**config.mk**
```make
export PLATFORM = sky130hd
export DESIGN_NAME = cnn_result_tx_flat
export DESIGN_NICKNAME = d
export VERILOG_FILES = /design/src/rtl/cnn_pkg.sv /design/src/rtl/cnn_result_tx_if.sv /design/src/rtl/cnn_argmax.sv /design/src/rtl/cnn_result_tx.sv /design/src/flat_wrapper.sv
export SDC_FILE = /design/constraint.sdc
export NUM_CORES = 1
export LEC_CHECK = 0
export ABC_AREA = 1
export CAP_MARGIN = 5
export CORE_MARGIN = 8
export CORE_UTILIZATION = 55
export CTS_CLUSTER_DIAMETER = 40
export CTS_CLUSTER_SIZE = 8
export DETAILED_ROUTE_END_ITERATION = 7
export PLACE_DENSITY = 0.85
export SETUP_SLACK_MARGIN = 0.15
export SLEW_MARGIN = 25
export SYNTH_ARGS = -nofsm -noshare
export SYNTH_HDL_FRONTEND = slang
export SYNTH_HIERARCHICAL = 1
export SYNTH_SLANG_ARGS = --single-unit
```
**constraint.sdc**
```tcl
create_clock -name clk -period 4.6 [get_ports clk]
set_input_delay 0.92 -clock clk [delete_from_list [all_inputs] [get_ports clk]]
set_output_delay 0.92 -clock clk [all_outputs]
set_load 0.005 [all_outputs]
```
**src/rtl/cnn_pkg.sv**
```systemverilog
// Shared types and constants for the CNN result transmitter slice.
package cnn_pkg;

    typedef enum logic [1:0] {
        ACCUM,
        SEND,
        WAIT,
        FIN
    } state_t;

    localparam int unsigned FRAME_LEN    = 5;
    localparam logic [7:0]  DEF_HDR_BYTE = 8'hA5;
    localparam int unsigned IDX_BYTE_W   = 7;

    // Class-index width; never narrower than one bit.
    function automatic int unsigned cls_idx_w(input int unsigned n);
        return (n < 2) ? 1 : $clog2(n);
    endfunction

endpackage

```
**src/rtl/cnn_result_tx_if.sv**
```systemverilog
// Score stream in, UART byte handshake out, plus frame status.
interface cnn_result_tx_if #(
    parameter int unsigned SCORE_W = 16
);
    logic                      score_vld;
    logic signed [SCORE_W-1:0] score;
    logic                      score_last;
    logic                      busy;
    logic                      trmt;
    logic [7:0]                tx_data;
    logic                      tx_done;
    logic                      frame_done;

    modport master (
        output score_vld, score, score_last, tx_done,
        input  busy, trmt, tx_data, frame_done
    );

    modport slave (
        input  score_vld, score, score_last, tx_done,
        output busy, trmt, tx_data, frame_done
    );
endinterface

```
**src/rtl/cnn_argmax.sv**
```systemverilog
// Running signed argmax over one image's scores with saturating count and overflow error.
module cnn_argmax
    import cnn_pkg::*;
#(
    parameter  int unsigned NUM_CLASSES = 10,
    parameter  int unsigned SCORE_W     = 16,
    localparam int unsigned IDX_W       = cls_idx_w(NUM_CLASSES),
    localparam int unsigned CNT_W       = $clog2(NUM_CLASSES + 1)
) (
    input  logic                      clk,
    input  logic                      rst,
    input  logic                      clr,
    input  logic                      vld,
    input  logic signed [SCORE_W-1:0] score,
    output logic        [IDX_W-1:0]   best_idx,
    output logic signed [SCORE_W-1:0] best_val,
    output logic        [CNT_W-1:0]   count,
    output logic                      err
);

    logic in_range;
    assign in_range = (count < CNT_W'(NUM_CLASSES));

    // Ties keep the earlier index; scores beyond NUM_CLASSES only flag err.
    always_ff @(posedge clk or posedge rst) begin
        if (rst) begin
            best_idx <= '0;
            best_val <= '0;
            count    <= '0;
            err      <= 1'b0;
        end else if (clr) begin
            count <= '0;
            err   <= 1'b0;
        end else if (vld) begin
            if (count == '0) begin
                best_val <= score;
                best_idx <= '0;
            end else if (in_range && (score > best_val)) begin
                best_val <= score;
                best_idx <= IDX_W'(count);
            end
            if (in_range) begin
                count <= count + 1'b1;
            end else begin
                err <= 1'b1;
            end
        end
    end

endmodule

```
**src/rtl/cnn_result_tx.sv**
```systemverilog
// Collects per-class scores, then sends a 5-byte argmax frame over the UART trmt/tx_done handshake.
module cnn_result_tx
    import cnn_pkg::*;
#(
    parameter int unsigned NUM_CLASSES = 10,
    parameter int unsigned SCORE_W     = 16,
    parameter logic [7:0]  HDR_BYTE    = DEF_HDR_BYTE
) (
    input logic           clk,
    input logic           rst,
    cnn_result_tx_if.slave bus
);

    localparam int unsigned IDX_W  = cls_idx_w(NUM_CLASSES);
    localparam int unsigned CNT_W  = $clog2(NUM_CLASSES + 1);
    localparam int unsigned BCNT_W = $clog2(FRAME_LEN);

    state_t                    state;
    logic [BCNT_W-1:0]         byte_cnt;
    logic [FRAME_LEN-2:0][7:0] frame_q;
    logic                      busy_q;
    logic                      trmt_q;
    logic [7:0]                tx_data_q;
    logic                      frame_done_q;

    logic                      accept;
    logic [IDX_W-1:0]          best_idx;
    logic signed [SCORE_W-1:0] best_val;
    logic [CNT_W-1:0]          count;
    logic                      err;

    assign accept = (state == ACCUM) && bus.score_vld;

    cnn_argmax #(
        .NUM_CLASSES(NUM_CLASSES),
        .SCORE_W    (SCORE_W)
    ) u_argmax (
        .clk     (clk),
        .rst     (rst),
        .clr     (state == FIN),
        .vld     (accept),
        .score   (bus.score),
        .best_idx(best_idx),
        .best_val(best_val),
        .count   (count),
        .err     (err)
    );

    // Frame payload from the argmax registers, which have absorbed the last score by SEND.
    logic signed [15:0] val16;
    logic [7:0]         b1_c;
    logic [7:0]         b4_c;
    assign val16 = 16'(best_val);
    assign b1_c  = {err | (count != CNT_W'(NUM_CLASSES)), IDX_BYTE_W'(best_idx)};
    assign b4_c  = HDR_BYTE ^ b1_c ^ val16[15:8] ^ val16[7:0];

    always_ff @(posedge clk or posedge rst) begin
        if (rst) begin
            state        <= ACCUM;
            byte_cnt     <= '0;
            frame_q      <= '0;
            busy_q       <= 1'b0;
            trmt_q       <= 1'b0;
            tx_data_q    <= 8'h00;
            frame_done_q <= 1'b0;
        end else begin
            trmt_q       <= 1'b0;
            frame_done_q <= 1'b0;
            case (state)
                ACCUM: begin
                    if (accept && bus.score_last) begin
                        state     <= SEND;
                        busy_q    <= 1'b1;
                        trmt_q    <= 1'b1;
                        tx_data_q <= HDR_BYTE;
                        byte_cnt  <= '0;
                    end
                end
                SEND: begin
                    state <= WAIT;
                    if (byte_cnt == '0) begin
                        frame_q <= {b4_c, val16[7:0], val16[15:8], b1_c};
                    end
                end
                WAIT: begin
                    if (bus.tx_done) begin
                        if (byte_cnt == BCNT_W'(FRAME_LEN - 1)) begin
                            state        <= FIN;
                            frame_done_q <= 1'b1;
                        end else begin
                            state     <= SEND;
                            byte_cnt  <= byte_cnt + 1'b1;
                            trmt_q    <= 1'b1;
                            tx_data_q <= frame_q[byte_cnt[1:0]];
                        end
                    end
                end
                FIN: begin
                    state    <= ACCUM;
                    busy_q   <= 1'b0;
                    byte_cnt <= '0;
                end
                default: state <= ACCUM;
            endcase
        end
    end

    assign bus.busy       = busy_q;
    assign bus.trmt       = trmt_q;
    assign bus.tx_data    = tx_data_q;
    assign bus.frame_done = frame_done_q;

endmodule

```
**src/flat_wrapper.sv**
```systemverilog
// flat-port wrapper written by rule: the top's interface ports become plain ports
module cnn_result_tx_flat import cnn_pkg::*;
#(
    parameter int unsigned NUM_CLASSES = 10,
    parameter int unsigned SCORE_W     = 16,
    parameter logic [7:0]  HDR_BYTE    = DEF_HDR_BYTE
)
  (clk, rst, bus_score_vld, bus_score, bus_score_last, bus_tx_done, bus_busy, bus_trmt, bus_tx_data, bus_frame_done);
  cnn_result_tx_if #(.SCORE_W(SCORE_W)) bus_i ();
  input logic clk;
  input logic rst;
  input wire logic [$bits(bus_i.score_vld)-1:0] bus_score_vld;
  input wire logic [$bits(bus_i.score)-1:0] bus_score;
  input wire logic [$bits(bus_i.score_last)-1:0] bus_score_last;
  input wire logic [$bits(bus_i.tx_done)-1:0] bus_tx_done;
  output wire logic [$bits(bus_i.busy)-1:0] bus_busy;
  output wire logic [$bits(bus_i.trmt)-1:0] bus_trmt;
  output wire logic [$bits(bus_i.tx_data)-1:0] bus_tx_data;
  output wire logic [$bits(bus_i.frame_done)-1:0] bus_frame_done;
  assign bus_i.score_vld = bus_score_vld;
  assign bus_i.score = bus_score;
  assign bus_i.score_last = bus_score_last;
  assign bus_i.tx_done = bus_tx_done;
  assign bus_busy = bus_i.busy;
  assign bus_trmt = bus_i.trmt;
  assign bus_tx_data = bus_i.tx_data;
  assign bus_frame_done = bus_i.frame_done;
  cnn_result_tx #(.NUM_CLASSES(NUM_CLASSES), .SCORE_W(SCORE_W), .HDR_BYTE(HDR_BYTE)) u_core (.clk(clk), .rst(rst), .bus(bus_i));
endmodule
```
==> results.cfg <==
; generated from flow reports
[synthesis]
post-synth-top-count-cell = nand2_1
ys_types = 29
syn-num-nets = 555
syn_area_per_cell_um2 = 7.59
ys_sh_mux = 0
simple_gate_share = 0.314
top_logic_kind = simple AND/OR/NAND/NOR gates
synthCells = 509

[placed_design]
gp_congestion = 0.823

[cells_and_area]
diodes = 0
fillCellCount = 565
area_growth_pct = 14.7
layout-drive-gt1-share = 0.0517
logic_area_um2 = 1780

[cts]
cts_sinks = 70
cts_hold_buf = 0
cts.path.max_buffers = 2

[detailed_routing]
wirelength_um = 8380
drtIter0Drc = 215
drt_pass1_iterations = 5
avgViaCountPerCell = 5.24

[floorplanning]
pin_count = 32

[setup_path]
crit_path_start_kind = input port
path_max_fanout = 21

[status]
status = finished, final reports clean

[job]
tool_warnings = 32

[final_timing]
finalCriticalPeriod_ps = 2980
max_slew_margin = 0.442
hold_violations = 0
fin_tns_setup_ps = 0

[power]
netSwitchingPower_mw = 1.23
combPwrFrac = 0.434
## critical path, stage by stage
cell             delay (ps)
clkdlybuf4s50_1         440
ha_1                    320
a21oi_1                 190
nor2_1                   60
nor2_1                   90
nand2_1                  60
nand2_1                  70
nand2_1                  60
nand2_1                  50
nand3_1                  70
nand2_2                 300
nand2_2                 330
nand2_1                 180
nand2_1                  70
## per-stage QoR
stage	hold slack, ps	worst slack [ps]	std cells	total power [mW]	utilization
3_5_place_dp	454	1290	622	2.31	0.620
2_1_floorplan	437	2370	509	2.01	-
6_report	473	1620	638	2.87	0.652
3_3_place_gp	449	1440	622	2.24	0.620
4_1_cts	472	1670	638	2.87	0.652
5_1_grt	495	1430	638	3.13	0.652
## power groups by stage
stage	Combinational (mW)	Sequential (mW)	Clock [mW]
floorplan	0.997	1.01	0
global placement	1.17	1.07	0
detailed placement	1.23	1.08	0
CTS	1.24	1.07	0.555
global route	1.44	1.11	0.584
finish	1.24	1.07	0.548
## layout by cell type (no fill, tap or decap)
cell type        synthesis  routed
clkdlybuf4s50_1          0      31
o21ai_0                 24      24
nor3_1                   1       1
a22oi_1                  1       1
a21oi_1                 11      11
nand2_1                198     198
buf_4                    4       2
xnor2_1                  2       2
nor2_2                   2       2
inv_2                    2       3
nand4_2                  1       1
o21ai_1                  2       2
nand4_1                  2       2
a31oi_1                  1       1
a21o_1                   4       4
nand3b_4                 1       1
inv_1                   59      57
nor2_1                  22      22
or4_1                    1       1
bufinv_16                0       2
clkbuf_8                 0       9
dfrtp_1                 70      70
nand2_2                  2       2
nor3b_1                  1       1
nand3_1                 58      58
a22o_1                   1       1
clkinvlp_4               0       4
ha_1                    25      25
clkinv_1                 1       2
or2_2                    1       1
clkinv_4                 0       1
## metal layers
layer | GRT usage | wire (µm)
met5 | 0 | 0
met4 | 0.0605 | 76
met3 | 0.0457 | 543
met2 | 0.291 | 4020
met1 | 0.225 | 3730
## cell families after synthesis
logic type               count (synthesis)
XOR/XNOR                                 2
flip-flops                              70
adder cells (fa/ha/maj)                 25
AND-OR/OR-AND                           44
buffers and inverters                   78
AND/OR/NAND/NOR                        290
## state kept, by name, summed over array words and instances (netlist names)
name	cells
u_core/frame_q	29
u_core/bus.trmt	1
u_core/u_argmax/count	4
u_core/u_argmax/err	1
u_core/u_argmax/best_val	16
u_core/bus.frame_done	1
u_core/bus.busy	1
u_core/u_argmax/best_idx	4
u_core/state	2
u_core/byte_cnt	3
u_core/bus.tx_data	8
## layout make-up
cell class | count | share of cell area
Sequential cell | 70 | 0.395
Clock inverter | 7 | 0.0223
Tap cell | 96 | 0.0271
Multi-Input combinational cell | 361 | 0.402
Clock buffer | 9 | 0.0279
Timing Repair Buffer | 33 | 0.0734
Inverter | 62 | 0.0525
## worst paths after layout
kind,startpoint,endpoint,slack (ps),depth (start not counted)
hold reg to reg,u_core/frame_q[20],u_core/frame_q[20],470,2
hold / removal,u_core/frame_q[20],u_core/frame_q[20],470,2
setup reg to reg,u_core/byte_cnt[0],u_core/frame_q[28],1920,7
max in group asynchronous,rst,u_core/frame_q[9],3150,3
min in group asynchronous,rst,u_core/u_argmax/err,970,2
setup / recovery,bus_score[5],u_core/u_argmax/best_val[7],1620,14
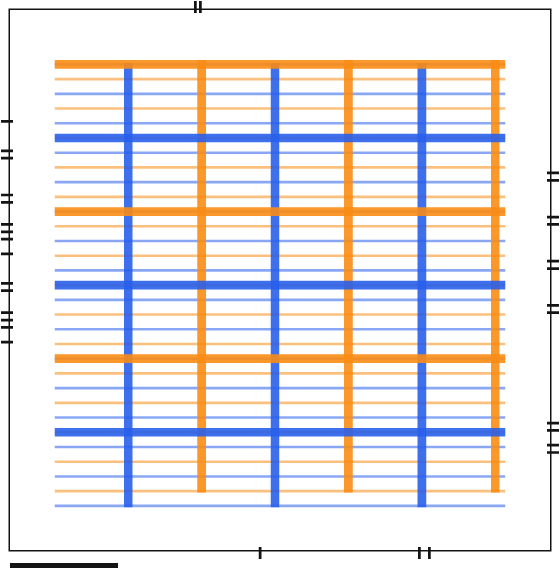
**Above:** power grid.
Scale bar: 20 µm. Pins as bars on the die edge.
| colour | net |
|---|---|
| orange | VDD |
| blue | VSS |
met5 straps: 6
met4 straps: 6
core area: 6790 µm²
Die W: 99.8 µm

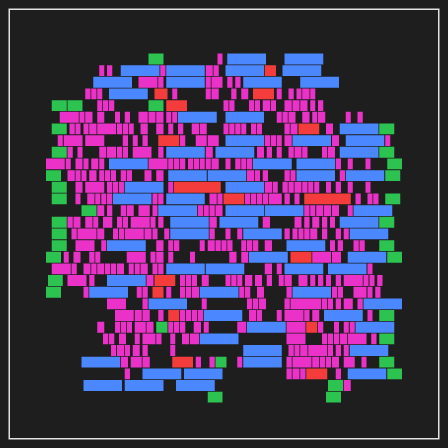
**Above:** cells coloured by class.
| colour | class | cells | share of their area |
|---|---|---|---|
| blue | flip-flops | 70 | 41% |
| red | clock drivers and dummy loads | 16 | 5.2% |
| magenta | all other logic | 423 | 47% |
| green | other buffers and delay cells | 33 | 7.5% |
row cnt: 30
Finished Cell Area: 4430 µm²
Seq/total area: 0.395
Core Util, Final: 0.652

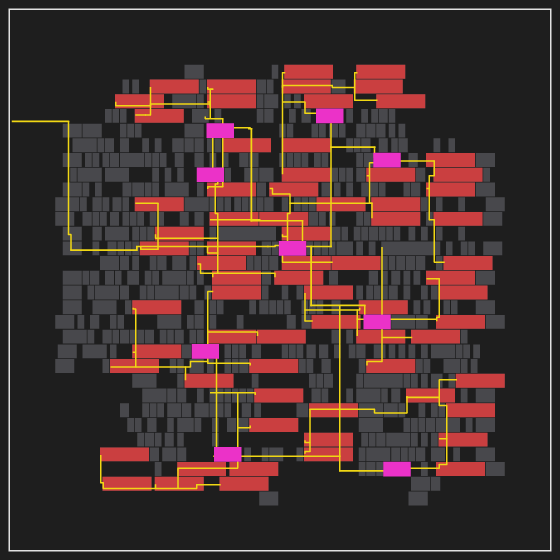
**Above:** clock distribution.
[yellow] clock wires | length: 837 µm
[red] flip-flops | count: 70
[magenta] cells driving clock nets | count: 9
routed clock nets: 10
skew final: 7.18 ps
Clock Latency Late Sink: 350 ps
Clk. pwr: 548 µW

Power and IR drop assume default switching activity.
